File: config.mk
export PLATFORM = sky130hd
export DESIGN_NAME = jkff_downcounter
export DESIGN_NICKNAME = d
export VERILOG_FILES = /design/src/rtl/jkff_counter_pkg.sv /design/src/rtl/jk_ff_cell.sv /design/src/rtl/jkff_downcounter.sv
export SDC_FILE = /design/constraint.sdc
export NUM_CORES = 1
export LEC_CHECK = 0
export ABC_AREA = 1
export CAP_MARGIN = 10
export CORE_AREA = 3 3 40 42
export DETAILED_ROUTE_END_ITERATION = 10
export DIE_AREA = 0 0 43 45
export PLACE_DENSITY = 0.57
export SYNTH_ARGS = -nofsm -noshare
export SYNTH_HDL_FRONTEND = slang
export SYNTH_SLANG_ARGS = --single-unit
File: constraint.sdc
create_clock -name clk -period 3.7 [get_ports clk]
set_clock_uncertainty 0.15 [all_clocks]
set_input_delay 0.37 -clock clk [delete_from_list [all_inputs] [get_ports clk]]
set_output_delay 0.37 -clock clk [all_outputs]
set_load 0.02 [all_outputs]
File: src/rtl/jkff_counter_pkg.sv
// rtl/jkff_counter_pkg.sv - JK encodings and load clamp helper shared by the JK counters
//
// Contents:
//   JK_HOLD / JK_RESET / JK_SET / JK_TOGGLE  {J,K} control encodings for jk_ff_cell
//   clamp_to_mod(value, modulus)             limits a load value to modulus-1
package jkff_counter_pkg;

    localparam logic [1:0] JK_HOLD   = 2'b00;
    localparam logic [1:0] JK_RESET  = 2'b01;
    localparam logic [1:0] JK_SET    = 2'b10;
    localparam logic [1:0] JK_TOGGLE = 2'b11;

    // Values at or above the modulus would leave the counter outside its
    // range, so they are pinned to the top of the range instead.
    function automatic logic [15:0] clamp_to_mod(input logic [15:0] value,
                                                 input int unsigned modulus);
        if (32'(value) >= modulus)
            return 16'(modulus - 1);
        else
            return value;
    endfunction

endpackage

File: src/rtl/jk_ff_cell.sv
// rtl/jk_ff_cell.sv - single JK flip-flop with synchronous active-low reset
//
// Parameters:
//   RESET_VAL  value taken by q when reset is low at a rising clk edge
// Ports:
//   clk    clock, rising edge
//   reset  synchronous active-low reset
//   j, k   JK controls: 00 hold, 01 clear, 10 set, 11 toggle
//   q      registered output
module jk_ff_cell
    import jkff_counter_pkg::*;
#(
    parameter logic RESET_VAL = 1'b0
) (
    input  logic clk,
    input  logic reset,
    input  logic j,
    input  logic k,
    output logic q
);

    always_ff @(posedge clk) begin
        if (!reset) begin
            q <= RESET_VAL;
        end else begin
            case ({j, k})
                JK_HOLD:   q <= q;
                JK_RESET:  q <= 1'b0;
                JK_SET:    q <= 1'b1;
                default:   q <= ~q;
            endcase
        end
    end

endmodule

File: src/rtl/jkff_downcounter.sv
// rtl/jkff_downcounter.sv - modulo-N down counter built from per-bit JK flip-flop cells
//
// Parameters:
//   WIDTH    counter width in bits (1..16)
//   MODULUS  count modulus, 2..2**WIDTH; q runs MODULUS-1 down to 0
// Ports:
//   clk       clock, rising edge
//   reset     synchronous active-low reset, q <= MODULUS-1
//   en        count enable, decrement once per cycle
//   load      parallel load strobe, overrides en
//   load_val  value loaded (clamped to MODULUS-1)
//   q         current count
//   zero      q == 0
//   tc        en & zero: wrap happens on this edge
// Build option:
//   JKFF_DOWNCOUNTER_SATURATE_EN  when defined, an enabled count at 0 holds at 0
module jkff_downcounter
    import jkff_counter_pkg::*;
#(
    parameter int unsigned WIDTH   = 4,
    parameter int unsigned MODULUS = 16
) (
    input  logic             clk,
    input  logic             reset,
    input  logic             en,
    input  logic             load,
    input  logic [WIDTH-1:0] load_val,
    output logic [WIDTH-1:0] q,
    output logic             zero,
    output logic             tc
);

    localparam logic [WIDTH-1:0] MAX_VAL = WIDTH'(MODULUS - 1);

    logic [WIDTH-1:0]      load_d;
    logic [WIDTH-1:0]      low_zero;
    logic [WIDTH-1:0][1:0] jk;

    assign load_d = WIDTH'(clamp_to_mod(16'(load_val), MODULUS));
    assign zero   = (q == '0);
    assign tc     = en & zero;

    // low_zero[i] is the borrow into bit i: every bit below i is zero, so a
    // decrement must flip bit i.
    always_comb begin
        logic acc;
        acc      = 1'b1;
        low_zero = '0;
        for (int i = 0; i < int'(WIDTH); i++) begin
            low_zero[i] = acc;
            acc         = acc & ~q[i];
        end
    end

    // Reset is applied inside each cell, so only load/en/hold are decoded here.
    always_comb begin
        jk = '0;
        for (int i = 0; i < int'(WIDTH); i++) begin
            if (load) begin
                jk[i] = load_d[i] ? JK_SET : JK_RESET;
            end else if (en) begin
                if (zero) begin
`ifdef JKFF_DOWNCOUNTER_SATURATE_EN
                    jk[i] = JK_HOLD;
`else
                    jk[i] = MAX_VAL[i] ? JK_SET : JK_RESET;
`endif
                end else begin
                    jk[i] = low_zero[i] ? JK_TOGGLE : JK_HOLD;
                end
            end else begin
                jk[i] = JK_HOLD;
            end
        end
    end

    for (genvar g = 0; g < int'(WIDTH); g++) begin : g_bit
        jk_ff_cell #(
            .RESET_VAL (MAX_VAL[g])
        ) u_cell (
            .clk   (clk),
            .reset (reset),
            .j     (jk[g][1]),
            .k     (jk[g][0]),
            .q     (q[g])
        );
    end

endmodule

==> deck_impl_summary.md <==
Run Summary

Status
  • Status: finished, final reports clean

GRT
  • Pin count of the biggest net entering global routing: 7
  • Grt peak-use layer: met2
  • Remaining Overflow, GRT: 0
  • Met2 usage: between 10% and 20%
  • Number of global-route vias before repair: ~380
  • Initial antenna violation count: 0
  • First-pass GRT wire length: 1.462 mm
  • M1 GR Usage: 12.47%
  • Total GRT Usage: under 10%

Placement
  • GP Congestion: 0.7611
  • Pre-CTS setup slack: roughly 1.5 ns
  • HPWL Detailed: between 700 and 800 um
  • Cell Area, Placed: approximately 560 sq um

Power
  • Clk network pwr share: a little under a third
  • Switch share: between 30 and 40%
  • Sw power: just under 0.06 mW
  • Seq pwr: ~0.057 mW
  • Internal Power: between 0.1 and 0.15 mW
  • Pleak: approximately 0.3 nW
  • Comb power: between 0.06 and 0.07 mW
  • Max VDD drop: approximately 0.000097 V
  • Comb pwr share: 37.3%
  • Largest Pwr Group: combinational cells
  • Pwr Density: between 300 and 400 nW/um^2
  • Clk pwr: about 0.053 mW
  • Sequential power share: about a third

Synth
  • Area reported by Yosys stat: 442.9 sq um
  • Synth Area in Adders: slightly below 20%
  • Top cells by count: 13 x inv_1, 12 x nand2_1, 10 x o21ai_0, 7 x ha_1, 6 x nor2_1
  • Async S/R FF share, synth: 0%
  • Mux share: 0%
  • Synth top area cells: ha_1 20%, dfxtp_1 18%, o21ai_0 11%
  • Seq share, synth: between 10% and 20%
  • XOR-XNOR Cells, Area Fraction: 0%
  • And+or+nand+nor area frac: roughly a quarter
  • Ys flop type: dfxtp_1
  • Top non-seq family: simple AND/OR/NAND/NOR gates
  • Syn Std Cell Area: around 440 sq um
  • Yosys warns: 0
  • Yosys top cell by instances: inv_1
  • Post-synth EDFFs: 0
  • Ys flops: 4
  • Post-synthesis area per instance: 6.328 sq um
  • Post-Synthesis Cells: 70
  • Yosys aoi share: between 10% and 20%

STA
  • Final Cycle Share: around 59%
  • Worst slew pin tran: 0.2586 ns
  • Slew Limit Fails: 0
  • RSZ-0062 raised after global routing: no
  • Fin worst setup slack: between 1.5 and 2 ns
  • Final hold vios: 0

Min path
  • Hold depth: 2
  • Min-delay src: g_bit[3].u_cell.q$_SDFFE_PN1P_
  • Min-delay worst type: flip-flop to flip-flop

Clock tree
  • Total CTS buffers: 3
  • CTS max path bufs: 2
  • Root Buffer: clkbuf_4
  • TritonCTS clock tree: done
  • Setup Buffers After CTS: 0
  • Number of clock sinks: 4
  • Clock-pin slew on the worst setup and hold paths: ~0.04 ns
  • Hold-fix buffers, CTS: 0
  • Worst-Skew Late Latency: 0.23 ns

Setup path
  • Buffer-and-inverter tally for the worst setup path: 2
  • Crit path launch: en
  • Crit path launch type: input port
  • Slack of the worst reg-to-reg path: ~2.1 ns
  • Critical Path, Cell by Cell: clkdlybuf4s50_1 -> nand2_2 -> nor2_1 -> clkdlybuf4s50_1
  • Slowest stage delay, CP: roughly 0.60 ns
  • Reg2reg end: g_bit[1].u_cell.q$_SDFFE_PN1P_
  • Crit path DAT: ~1.7 ns
  • Worst Setup End Kind: output port
  • Slowest cell on crit path: clkdlybuf4s50_1
  • Crit Path Category: input port to output port
  • CP delay by family, top: buffers and inverters

Layout
  • Regs by FF count: g_bit.u_cell.q x4
  • Non-CTS buffers: 13
  • P&R area growth vs syn: 31.92%
  • Logic inverters: 14
  • Final #Nets: slightly below 100
  • Fillcell total: ~140
  • Largest class: multi-input combinational cells
  • Buffer share of cell area: between 20% and 30%
  • Clk_buf instances: 3
  • MI comb cells: ~48
  • # diodes: 0
  • Sequential cell area: about 80 sq um
  • Max reg flops: 4
  • Most flops, register: g_bit.u_cell.q
  • Flip-flops: 4
  • Top cells excl fill/tap: 13 x inv_1, 13 x clkdlybuf4s50_1, 12 x nand2_1, 10 x o21ai_0, 7 x ha_1
  • Clock-cell share of area: 3.854%

Route
  • DR vias/cell: roughly 4.4
  • Starting DRT DRC Count: 3
  • Highest routed layer: met4
  • Avg WL per Cell: between 8 and 9 um
  • Total number of vias: approximately 420
  • Wl on met1: approximately 420 um
  • Residual DRC: 0

Flow run
  • Tool warnings: 29
  • Maxcap violations: 0

Floorplan
  • Die ar.: just under 2000 sq um
  • Die Span X: roughly 43 um
  • Core Util at FP: 34.47%
  • Core area: ~1300 sq um
  • Site Rows: 13
## stage by stage
step                      hold slack [ns]  utilization [%]  total power, mW  std cells
after floorplan                    0.3541                -           0.1053         70
after global placement             0.3968            43.72           0.1237         94
after detailed placement           0.3999            43.72           0.1250         94
after CTS                          0.4096            45.47           0.1809         97
after global routing               0.4479            45.47           0.1926         97
final                              0.4052            45.47           0.1764         97
## worst max-delay path by stage
stage / to / slack [ns] / cells past startpoint
after floorplan: g_bit[3].u_cell.q$_SDFFE_PN1P_ / 2.18 / 8
after global placement: g_bit[1].u_cell.q$_SDFFE_PN1P_ / 1.48 / 9
after CTS: tc / 1.48 / 4
after global routing: tc / 1.44 / 4
after detailed placement: g_bit[2].u_cell.q$_SDFFE_PN1P_ / 1.49 / 9
final: tc / 1.50 / 4
Logic cells by family:
Scale bar: 10 um.
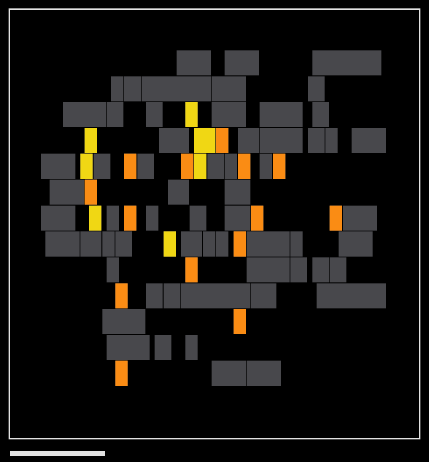
legend:
  yellow:
    family: nor cells
    cells: 7
  orange:
    family: inv cells
    cells: 14
    where: centre
Comb area share: 47.97%
non-filler cells, final: 97

Cell classes on the final placement:
Scale bar: 10 um. Fill, decap, tap and diode cells in grey.
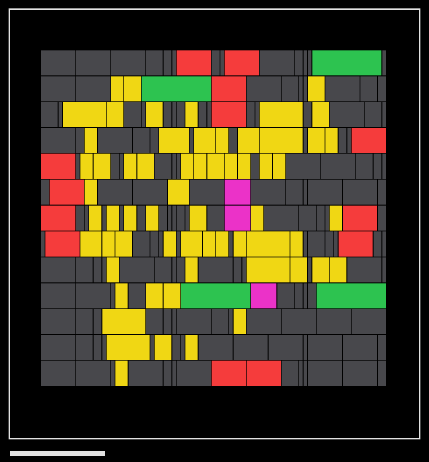
legend:
  red:
    class: remaining buffers and delay cells
    cells: 13
  magenta:
    class: clock-net drivers
    cells: 3
  green:
    class: registers
    cells: 4
  yellow:
    class: remaining logic cells
    cells: 62
sequential share of cell area: 13.70%
post-route cell area: 584.3 sq um
Final Util: 45.47%

Power figures rest on the tool's default switching activity, not on a simulated workload.
